<file path="src/rtl/sram_port_arbiter.sv">
// Two-master arbiter for the shared sram: independent read/write channels, write-wins collisions, rvalid routing.
// Optional build macro: SRAM_ARB_ROUND_ROBIN_EN selects round-robin instead of fixed m0 priority.
`ifndef BUS_WIDTH
`define BUS_WIDTH 32
`endif
`ifndef DATA_WIDTH
`define DATA_WIDTH 32
`endif

module sram_port_arbiter #(
    parameter int BUS_W  = `BUS_WIDTH,
    parameter int DATA_W = `DATA_WIDTH,
    localparam int STRB_W = DATA_W / 8
) (
    input  logic              clk,
    input  logic              reset,
    input  logic              m0_ram_ren,
    input  logic [BUS_W-1:0]  m0_ram_raddr,
    output logic              m0_ram_rgnt,
    output logic              m0_ram_rvalid,
    output logic [DATA_W-1:0] m0_ram_rdata,
    input  logic [STRB_W-1:0] m0_ram_wen,
    input  logic [BUS_W-1:0]  m0_ram_waddr,
    input  logic [DATA_W-1:0] m0_ram_wdata,
    output logic              m0_ram_wgnt,
    input  logic              m1_ram_ren,
    input  logic [BUS_W-1:0]  m1_ram_raddr,
    output logic              m1_ram_rgnt,
    output logic              m1_ram_rvalid,
    output logic [DATA_W-1:0] m1_ram_rdata,
    input  logic [STRB_W-1:0] m1_ram_wen,
    input  logic [BUS_W-1:0]  m1_ram_waddr,
    input  logic [DATA_W-1:0] m1_ram_wdata,
    output logic              m1_ram_wgnt,
    output logic              s_ram_ren,
    output logic [BUS_W-1:0]  s_ram_raddr,
    output logic [STRB_W-1:0] s_ram_wen,
    output logic [BUS_W-1:0]  s_ram_waddr,
    output logic [DATA_W-1:0] s_ram_wdata,
    input  logic [DATA_W-1:0] s_ram_rdata
);

    logic             wr_req0, wr_req1;
    logic             rd_sel, wr_sel;
    logic             rd_go, wr_go, collision;
    logic [BUS_W-1:0] win_raddr, win_waddr;
    logic             rd_pend_reg, rd_id_reg;

    assign wr_req0 = |m0_ram_wen;
    assign wr_req1 = |m1_ram_wen;

`ifdef SRAM_ARB_ROUND_ROBIN_EN
    logic rd_last_reg, wr_last_reg;

    // On contention the master that did not win last time goes first.
    assign rd_sel = m1_ram_ren & (~m0_ram_ren | ~rd_last_reg);
    assign wr_sel = wr_req1 & (~wr_req0 | ~wr_last_reg);

    always_ff @(posedge clk) begin
        if (reset) begin
            rd_last_reg <= 1'b1;
            wr_last_reg <= 1'b1;
        end else begin
            if (rd_go) rd_last_reg <= rd_sel;
            if (wr_go) wr_last_reg <= wr_sel;
        end
    end
`else
    assign rd_sel = m1_ram_ren & ~m0_ram_ren;
    assign wr_sel = wr_req1 & ~wr_req0;
`endif

    assign win_raddr = rd_sel ? m1_ram_raddr : m0_ram_raddr;
    assign win_waddr = wr_sel ? m1_ram_waddr : m0_ram_waddr;

    // A read of the word being written is held off one cycle so it observes the new data.
    assign wr_go     = (wr_req0 | wr_req1) & ~reset;
    assign collision = wr_go & (win_raddr[BUS_W-1:2] == win_waddr[BUS_W-1:2]);
    assign rd_go     = (m0_ram_ren | m1_ram_ren) & ~reset & ~collision;

    assign m0_ram_rgnt = rd_go & ~rd_sel;
    assign m1_ram_rgnt = rd_go & rd_sel;
    assign m0_ram_wgnt = wr_go & ~wr_sel;
    assign m1_ram_wgnt = wr_go & wr_sel;

    assign s_ram_ren   = rd_go;
    assign s_ram_raddr = m1_ram_rgnt ? m1_ram_raddr : m0_ram_raddr;
    assign s_ram_wen   = m1_ram_wgnt ? m1_ram_wen : (m0_ram_wgnt ? m0_ram_wen : '0);
    assign s_ram_waddr = m1_ram_wgnt ? m1_ram_waddr : m0_ram_waddr;
    assign s_ram_wdata = m1_ram_wgnt ? m1_ram_wdata : m0_ram_wdata;

    always_ff @(posedge clk) begin
        if (reset) begin
            rd_pend_reg <= 1'b0;
            rd_id_reg   <= 1'b0;
        end else begin
            rd_pend_reg <= rd_go;
            rd_id_reg   <= rd_sel;
        end
    end

    // Gated by reset so a read granted just before reset never reports valid.
    assign m0_ram_rvalid = rd_pend_reg & ~reset & ~rd_id_reg;
    assign m1_ram_rvalid = rd_pend_reg & ~reset & rd_id_reg;
    assign m0_ram_rdata  = s_ram_rdata;
    assign m1_ram_rdata  = s_ram_rdata;

endmodule

</file>
<file path="config.mk">
export PLATFORM = sky130hd
export DESIGN_NAME = sram_port_arbiter
export DESIGN_NICKNAME = d
export VERILOG_FILES = /design/src/rtl/sram_port_arbiter.sv
export SDC_FILE = /design/constraint.sdc
export NUM_CORES = 1
export LEC_CHECK = 0
export CAP_MARGIN = 5
export CORE_AREA = 2 2 157 159
export CTS_CLUSTER_SIZE = 12
export DETAILED_ROUTE_END_ITERATION = 7
export DIE_AREA = 0 0 159 161
export DONT_BUFFER_PORTS = 1
export HOLD_SLACK_MARGIN = 0.02
export PLACE_DENSITY = 0.3
export SLEW_MARGIN = 0
export SYNTH_ARGS = -nofsm -noshare
export SYNTH_HDL_FRONTEND = slang
export SYNTH_SLANG_ARGS = --single-unit
</file>
<file path="constraint.sdc">
create_clock -name clk -period 8.6 [get_ports clk]
set_input_delay 1.72 -clock clk [delete_from_list [all_inputs] [get_ports clk]]
set_output_delay 1.72 -clock clk [all_outputs]
set_load 0.01 [all_outputs]
</file>
==> flow_summary.json, run 1 <==
{
  "synthesis.nets": 615,
  "cp_common_cell": "buf_4",
  "powerDensity_nw_per_um2": 66.2,
  "mi_logic_area_um2": 2590,
  "yosys_area_um2": 3230,
  "vias_per_cell": 4.18,
  "fa_ha_area_share_pct": 0,
  "numCtsBuffers": 3,
  "pwr-share-seq_pct": 4.8,
  "clock_net_power_uw": 69.9,
  "dieWidth_um": 159,
  "place_congestion": 0.738,
  "syn_inst": 379,
  "register_area_um2": 40.0,
  "cts-hold-fix-buffers": 0,
  "cts_buffer_depth": 2,
  "status": "completed",
  "root_buffer": "clkbuf_16",
  "ys_sh_aoi_pct": 13.2,
  "initial_core_util_pct": 13.5,
  "holdWs_ns": 1.58,
  "ys_sh_xor_pct": 0.542,
  "final-setup-viol-count": 0,
  "totalPowerFinal_uw": 209,
  "fillers": 2770,
  "yosys.cell_types.count": 34,
  "grt_pass1_wl_um": 17700,
  "synth_flops": 2,
  "worstMarginPinSlew_ns": 1.06,
  "clkTransAtPathRegs_ns": 0.03,
  "max_freq_ghz": 0.139,
  "first_pass_iters": 4,
  "p_int_uw": 129,
  "path_max_fanout": 21,
  "drt_iter0_markers": 32,
  "period_used_pct": 83.5,
  "grt_overflow_total": 0,
  "post-cts-setup-buffer-count": 0,
  "drv_cap": 0,
  "drive_gt1_share_pct": 38.7,
  "h-tree-depth": 1,
  "power_frac_clock_pct": 33.4,
  "cts_tree": "done",
  "p_sw_share_pct": 38.4,
  "grt_usage_pct": 9.37,
  "layout_top_cell": "mux2_2",
  "logic_family": "multiplexers",
  "place_hpwl_um": 11700,
  "combPwrFrac_pct": 61.8,
  "min_from": "reset",
  "crit_type": "input pin to primary output",
  "power.group.top": "combinational logic",
  "vias": 2598,
  "antenna_found_initial": 1,
  "mux_share_pct": 46.1,
  "crit_path_end": "s_ram_raddr[31]",
  "pg_seq_uw": 10.0,
  "hold_path_depth": 1,
  "worstHoldEndpoint": "rd_id_reg",
  "finalMaxSlewViolations": 0,
  "die-height_um": 161,
  "rsz0062_at_grt": "no",
  "dp_cells": 618
}
-- run 1: cells in the mapped netlist --
library cell  instances  area share (%)
mux2_2               67              23
buf_4                64              15
mux2i_1              30             9.3
nor3_1               30             4.6
mux2_4               29              13
and3_1               28             5.4
a21boi_0             18             4.2
clkbuf_1             16             1.9
o21a_1               14             3.3
o21ai_0              14             2.2
a21boi_1             10             2.3
nor4b_1              10             2.7
nor2_1                8            0.93
a21oi_1               4            0.62
buf_6                 4             1.4
nor4b_2               4             1.9
buf_2                 3            0.46
clkbuf_2              3            0.46
nand4_1               3            0.58
dfxtp_1               2             1.2
nand2_1               2            0.23
nor3b_1               2            0.46
nor4_4                2             1.3
xnor2_1               2            0.54
a211oi_1              1            0.23
and3b_1               1            0.27
and4b_1               1            0.31
buf_1                 1            0.12
nand2b_1              1            0.19
nand3_1               1            0.15
nor3_2                1            0.31
o2111ai_1             1            0.27
o22ai_1               1            0.19
or4_4                 1            0.35
-- run 1: per-stage QoR --
| stage | cell area (µm²) | worst slack, ns | util, % |
|---|---|---|---|
| floorplan | 3230 | 2.71 | - |
| global placement | 3080 | 1.33 | 12.9 |
| detailed placement | 3080 | 1.28 | 12.9 |
| CTS | 3160 | 1.29 | 13.2 |
| global route | 3160 | 1.17 | 13.2 |
| finish | 3160 | 1.42 | 13.2 |
-- run 1: area by class of cell --
class	count	area share [%]
repair buffers	6	1.43
well taps	324	12.8
multi-input cells	286	82.0
flip-flops and latches	2	1.27
clock buffers	3	2.38
diodes	1	0.0792
-- run 1: layer usage --
layer	GRT usage, %	share of wire, %	wire length [µm]
met1	10.6	38	5080
met2	18.0	54	7250
met3	1.46	6.9	933
met4	2.81	1.8	238
met5	0	0	0
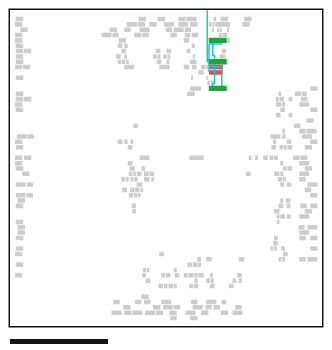
Figure 1: run 1, clock distribution.
Bar = 50 µm.
[clock wires] cyan | length: 98.3 µm
[flip-flops] red | count: 2
[cells driving clock nets] green | count: 3
routed clock nets	4

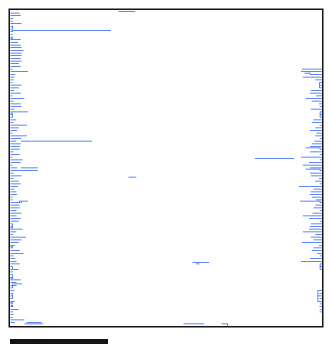
Figure 2: run 1, M3 wires.
Bar = 50 µm.
wire length on this layer	934 µm
longest straight run	50.1 µm
share of all routed wire	6.9%

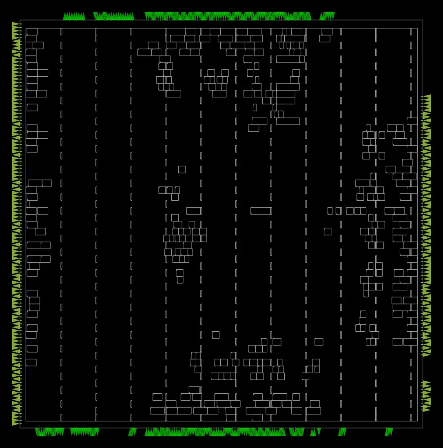
Figure 3: run 1, placed standard cells.
num sequential: 2
sequential cell area share: 1.27%

## Run 2: what changed since run 1
==> constraint.sdc (replaced) <==
create_clock -name clk -period 6.84 [get_ports clk]
set_input_delay 1.368 -clock clk [delete_from_list [all_inputs] [get_ports clk]]
set_output_delay 1.368 -clock clk [all_outputs]
set_load 0.01 [all_outputs]
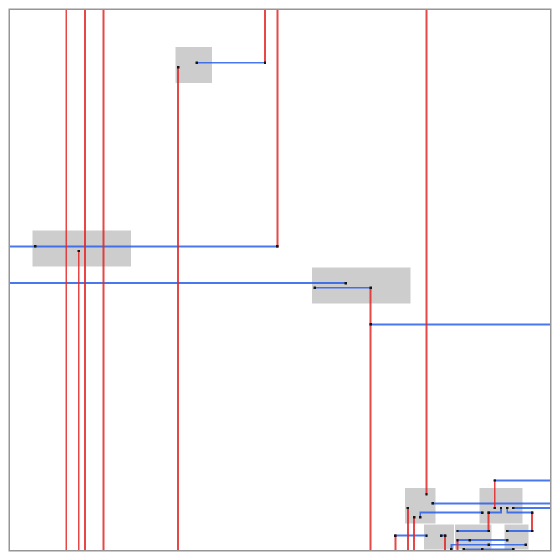
Figure 4: run 2, zoomed window.
Region (60, 28) to (100, 68) µm. Cells in grey, sequential cells in the stronger grey; small squares are vias.
layer	colour
met2	red
met1	blue
most frequent	buf_12 (2)
cells with their middle in the window	8
sequential cells in the window	0

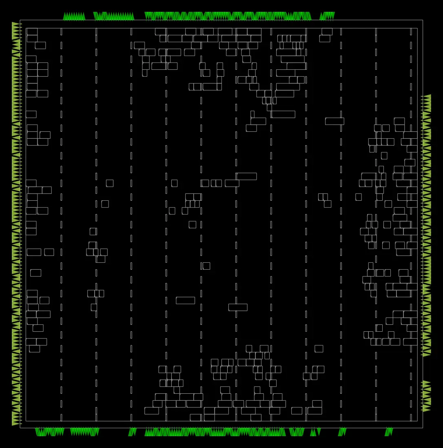
Figure 5: run 2, placed standard cells.
n_taps: 324
Final Util: 13.4%
row count: 57

==> run 2 against run 1 <==
  * Area after synthesis unchanged
  * Total power rose by 27%
  * Critical path depth unchanged
  * Largest power group unchanged
==> flow_summary.json, run 2 <==
{
  "wl_met3_um": 977,
  "initial_core_util_pct": 13.5,
  "first_pass_iters": 4,
  "clkTransAtPathRegs_ns": 0.03,
  "worstMarginPinSlew_ns": 0.743,
  "wl_met2_um": 6980,
  "syn_inst": 379,
  "die-height_um": 161,
  "top_area_cell": "mux2_2",
  "drive_gt1_share_pct": 38.7,
  "drt_iter0_markers": 125,
  "rsz0062_at_grt": "no",
  "cts_tree": "done",
  "cts_buffer_depth": 2,
  "edf_count": 0,
  "most_common_cell": "mux2_2",
  "max_freq_ghz": 0.165,
  "h-tree-depth": 1,
  "post-cts-setup-buffer-count": 0,
  "yosys.cell_types.count": 34,
  "finalWorstSetupSlack_ns": 0.773,
  "p_sw_share_pct": 38.1,
  "netlist_area_um2": 3230,
  "numCtsBuffers": 3,
  "drv_cap": 0,
  "layout_top_cell": "mux2_2",
  "critPathLaunchType": "input pin",
  "fillers": 2755,
  "synth.cells.most_frequent": "mux2_2 (67), buf_4 (64), mux2i_1 (30), nor3_1 (30), mux2_4 (29)",
  "crit_type": "input pin to primary output",
  "crit_path_end": "s_ram_raddr[21]",
  "root_buffer": "clkbuf_16",
  "antenna_found_initial": 1,
  "pre_cts_ws_ns": 0.614,
  "totalWireLength_um": 13300,
  "power_frac_clock_pct": 32.6,
  "grt_overflow_total": 0,
  "yosys.stat.seqShare_pct": 1.24,
  "dp_cells": 618,
  "warnings": 26,
  "powerDensity_nw_per_um2": 83.0,
  "finalMaxSlewViolations": 0,
  "cts-hold-fix-buffers": 0,
  "mi_logic_area_um2": 2590,
  "hold_path_depth": 1,
  "final-setup-viol-count": 0,
  "path_max_fanout": 58,
  "register_area_um2": 40.0,
  "top_area_share_pct": 23.3,
  "grt_usage_pct": 9.39,
  "topCellsByArea": "mux2_2 (23%), buf_4 (15%), mux2_4 (13%)",
  "combPwrFrac_pct": 62.7,
  "p_int_uw": 165,
  "pwr-share-seq_pct": 4.7,
  "num_antenna_cells": 0,
  "synthesis.nets": 615,
  "vias": 2575,
  "place_congestion": 0.724,
  "met1Wirelength_um": 5130,
  "flop_cell": "dfxtp_1",
  "place_hpwl_um": 11200,
  "top_layer": "met4",
  "grt_pass1_wl_um": 18000,
  "yosys_area_um2": 3230,
  "async_reset_ff_share_pct": 0,
  "status": "completed",
  "vias_per_cell": 4.15,
  "dieWidth_um": 159,
  "period_used_pct": 88.7
}
run 2: cell counts after synthesis:
No cell type changed its count.
run 2: cell families after synthesis:
family                 count (synthesis)  share of synthesized area, %
multiplexers                         126                          46.1
flip-flops                             2                          1.24
XOR/XNOR                               2                         0.542
buffers and inverters                 91                          19.2
AND-OR/OR-AND                         63                          13.2
AND/OR/NAND/NOR                       95                          19.7
run 2: cell type report:
type / count / share of cell area, %
clock buffer: 3 / 2.34
multi-input combinational: 286 / 80.8
sequential: 2 / 1.25
tap: 324 / 12.6
timing repair buffer: 6 / 2.97
run 2: worst min path at each step:
stage / from / to
after global routing: reset / rd_id_reg
final: reset / rd_id_reg
after floorplan: m1_ram_ren / rd_pend_reg
after CTS: reset / rd_id_reg
after detailed placement: reset / rd_id_reg
after global placement: reset / rd_id_reg
run 2: layer usage:
| metal | track usage, % | up-vias |
|---|---|---|
| met5 | 0 | - |
| met4 | 2.15 | 0 |
| met3 | 1.67 | 24 |
| met2 | 17.8 | 177 |
| met1 | 11.0 | 1181 |
| li1 | - | 1193 |
run 2: stage by stage:
stage,utilization (%),cell area (µm²)
6_report,13.4,3210
5_1_grt,13.4,3210
4_1_cts,13.4,3210
3_5_place_dp,13.1,3130
3_3_place_gp,13.1,3130
2_1_floorplan,-,3230
run 2: power by group through the flow:
stage,logic [µW],registers (µW),clock network [µW]
2_1_floorplan,175,12.7,0
3_3_place_gp,171,12.8,0
3_5_place_dp,171,12.8,0
4_1_cts,172,12.6,88.7
5_1_grt,181,12.8,91.2
6_report,167,12.6,86.6
## Run 3: what changed since run 2
--- a/config.mk
+++ b/config.mk
@@ -13,6 +13,7 @@
 export DONT_BUFFER_PORTS = 1
 export HOLD_SLACK_MARGIN = 0.02
 export PLACE_DENSITY = 0.3
+export SKIP_LAST_GASP = 1
 export SLEW_MARGIN = 0
 export SYNTH_ARGS = -nofsm -noshare
 export SYNTH_HDL_FRONTEND = slang
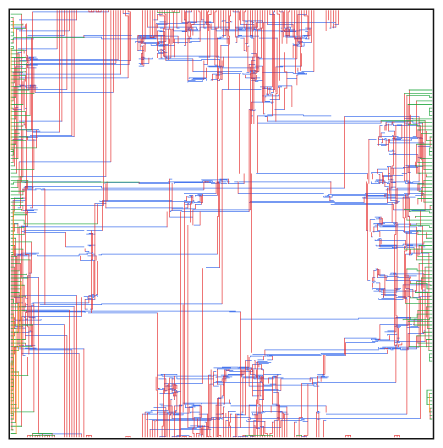
Figure 6: run 3, routed metal, one colour a layer.
layer	colour	wire length
met2	red	6980 µm
met1	blue	5130 µm
met3	green	977 µm
met4	orange	214 µm
via count: 2575
Routed WL per cell: 21.4 µm
GRT Total Usage: 9.39%
Routed WL: 13300 µm

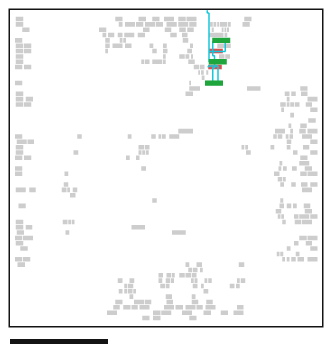
Figure 7: run 3, clock distribution.
Bar = 50 µm.
[clock wires] cyan | length: 84.5 µm
[cells driving clock nets] green | count: 3
[flip-flops] red | count: 2
routed clock nets	4

==> run 3 against run 2 <==
  * Area after synthesis did not move
  * Via count did not move
  * Sequential share of layout area did not move
  * Total power did not move
  * Sequential cell count did not move
  * Maximum frequency did not move
  * Utilization did not move
  * Critical path depth did not move
  * Cell area did not move
  * Count of clock-buffer cells in the layout did not move
  * Clock power barely moved
  * Largest cell class unchanged
  * Largest power group unchanged
==> flow_summary.json, run 3 <==
{
  "powerDensity_nw_per_um2": 83.0,
  "detail-route-antenna-nets": 0,
  "syn_inst": 379,
  "top_area_share_pct": 23.3,
  "finalMaxSlewViolations": 0,
  "first_pass_iters": 4,
  "path_max_fanout": 58,
  "end_kind": "primary output",
  "nets": 535,
  "most_common_cell": "mux2_2",
  "synth.avg_cell_area_um2": 8.53,
  "grt_pass1_vias": 2723,
  "async_reset_ff_share_pct": 0,
  "crit_path_top_delay_cell": "or4_4",
  "pre_cts_ws_ns": 0.614,
  "drive_gt1_share_pct": 38.7,
  "root_buffer": "clkbuf_16",
  "post-cts-setup-buffer-count": 0,
  "numCtsBuffers": 3,
  "vdd.ir_drop.worst_mv": 0.0418,
  "num_rows": 57,
  "yosys.stat.seqShare_pct": 1.24,
  "place_hpwl_um": 11200,
  "crit_type": "input pin to primary output",
  "top_area_cell": "mux2_2",
  "min_period_ns": 6.07,
  "vias_per_cell": 4.15,
  "final_area_um2": 3210,
  "cts-hold-fix-buffers": 0,
  "hold_class": "input pin to register",
  "p_sw_share_pct": 38.1,
  "worstMarginPinSlew_ns": 0.743,
  "final_cell_mix": "mux2_2 (67), mux2i_1 (30), nor3_1 (30)",
  "rsz0062_at_grt": "no",
  "layout_top_cell": "mux2_2",
  "synth_flops": 2,
  "fillers": 2755,
  "dp_cells": 618,
  "io_buffer_count": 0,
  "post_cts_resized": 0,
  "totalPowerFinal_uw": 266,
  "core_um2": 24000,
  "crit_chain": "or4_4, and3_1, o21a_1, nor4b_1, buf_4, nand4_1, nor4_4, nor3_4, buf_12, mux2_4",
  "clkTransAtPathRegs_ns": 0.03,
  "grt_overflow_total": 0,
  "cts_sinks": 2,
  "initial_core_util_pct": 13.5,
  "final-setup-viol-count": 0,
  "yosys.cell_types.count": 34,
  "topCellsByArea": "mux2_2 (23%), buf_4 (15%), mux2_4 (13%)",
  "drc": 0,
  "fin_tns_setup_ns": 0,
  "yosys_area_um2": 3230,
  "cpPeakStageDelay_ns": 0.80,
  "die-height_um": 161,
  "critPathLaunchType": "input pin",
  "antenna_found_initial": 1,
  "h-tree-depth": 1,
  "num_antenna_cells": 0,
  "cp.arrival_ns": 4.70,
  "yosysWarnings": 0,
  "dpl_cell_area_um2": 3130,
  "p_int_uw": 165,
  "cts_buffer_depth": 2,
  "max_freq_ghz": 0.165,
  "holdWs_ns": 1.23,
  "power_frac_clock_pct": 32.6,
  "synthesis.nets": 615,
  "grt_pass1_wl_um": 18000,
  "period_used_pct": 88.7,
  "place_congestion": 0.724,
  "relSlewSlack_pct": 50.3,
  "hold_viol": 0,
  "warnings": 26,
  "pwr-share-seq_pct": 4.7,
  "drv_cap": 0,
  "finalWorstSetupSlack_ns": 0.773,
  "dieArea_um2": 25600,
  "netlist_area_um2": 3230,
  "flop_cell": "dfxtp_1",
  "synth.cells.most_frequent": "mux2_2 (67), buf_4 (64), mux2i_1 (30), nor3_1 (30), mux2_4 (29)",
  "dieWidth_um": 159,
  "areaGrowthSynthToFinish_pct": -0.852,
  "drt_iter0_markers": 125,
  "cts_tree": "done",
  "yosysCellCount": 379,
  "edf_count": 0,
  "final_util_pct": 13.4,
  "status": "completed",
  "combPwrFrac_pct": 62.7,
  "cp_top_family": "simple AND/OR/NAND/NOR gates"
}
[run 3: cell counts after synthesis]
Identical to the previous run, type by type.
[run 3: layer usage]
layer  wire length (µm)  GRT usage [%]  up-vias
met5                  0              0        -
met4                214           2.15        0
met3                977           1.67       24
met2               6980           17.8      177
met1               5130           11.0     1181
li1                   -              -     1193
[run 3: path summary, 6_finish.rpt]
check,end,from,cells past startpoint,slack [ns]
max,s_ram_raddr[21],m1_ram_wen[0],10,0.77
min,rd_id_reg,reset,1,1.23
[run 3: area by class of cell]
class / count / area, µm² / area share, %
Tap cell: 324 / 405 / 12.6
Clock buffer: 3 / 75.1 / 2.34
Timing Repair Buffer: 6 / 95.1 / 2.97
Sequential cell: 2 / 40.0 / 1.25
Multi-Input combinational cell: 286 / 2590 / 80.8
[run 3: logic make-up (layout without fill, tap and decap cells)]
kind of cell | count (synthesis) | in the layout | share of synthesized area [%]
AND/OR/NAND/NOR | 95 | 95 | 19.7
AND-OR/OR-AND | 63 | 63 | 13.2
buffers and inverters | 91 | 9 | 19.2
XOR/XNOR | 2 | 2 | 0.542
multiplexers | 126 | 126 | 46.1
flip-flops | 2 | 2 | 1.24
[run 3: power groups by stage]
stage,Clock (µW),Combinational [µW],Sequential (µW)
after CTS,88.7,172,12.6
after detailed placement,0,171,12.8
final,86.6,167,12.6
after global routing,91.2,181,12.8
after floorplan,0,175,12.7
after global placement,0,171,12.8
No activity file was given, so power comes from the tool's default toggle rates.
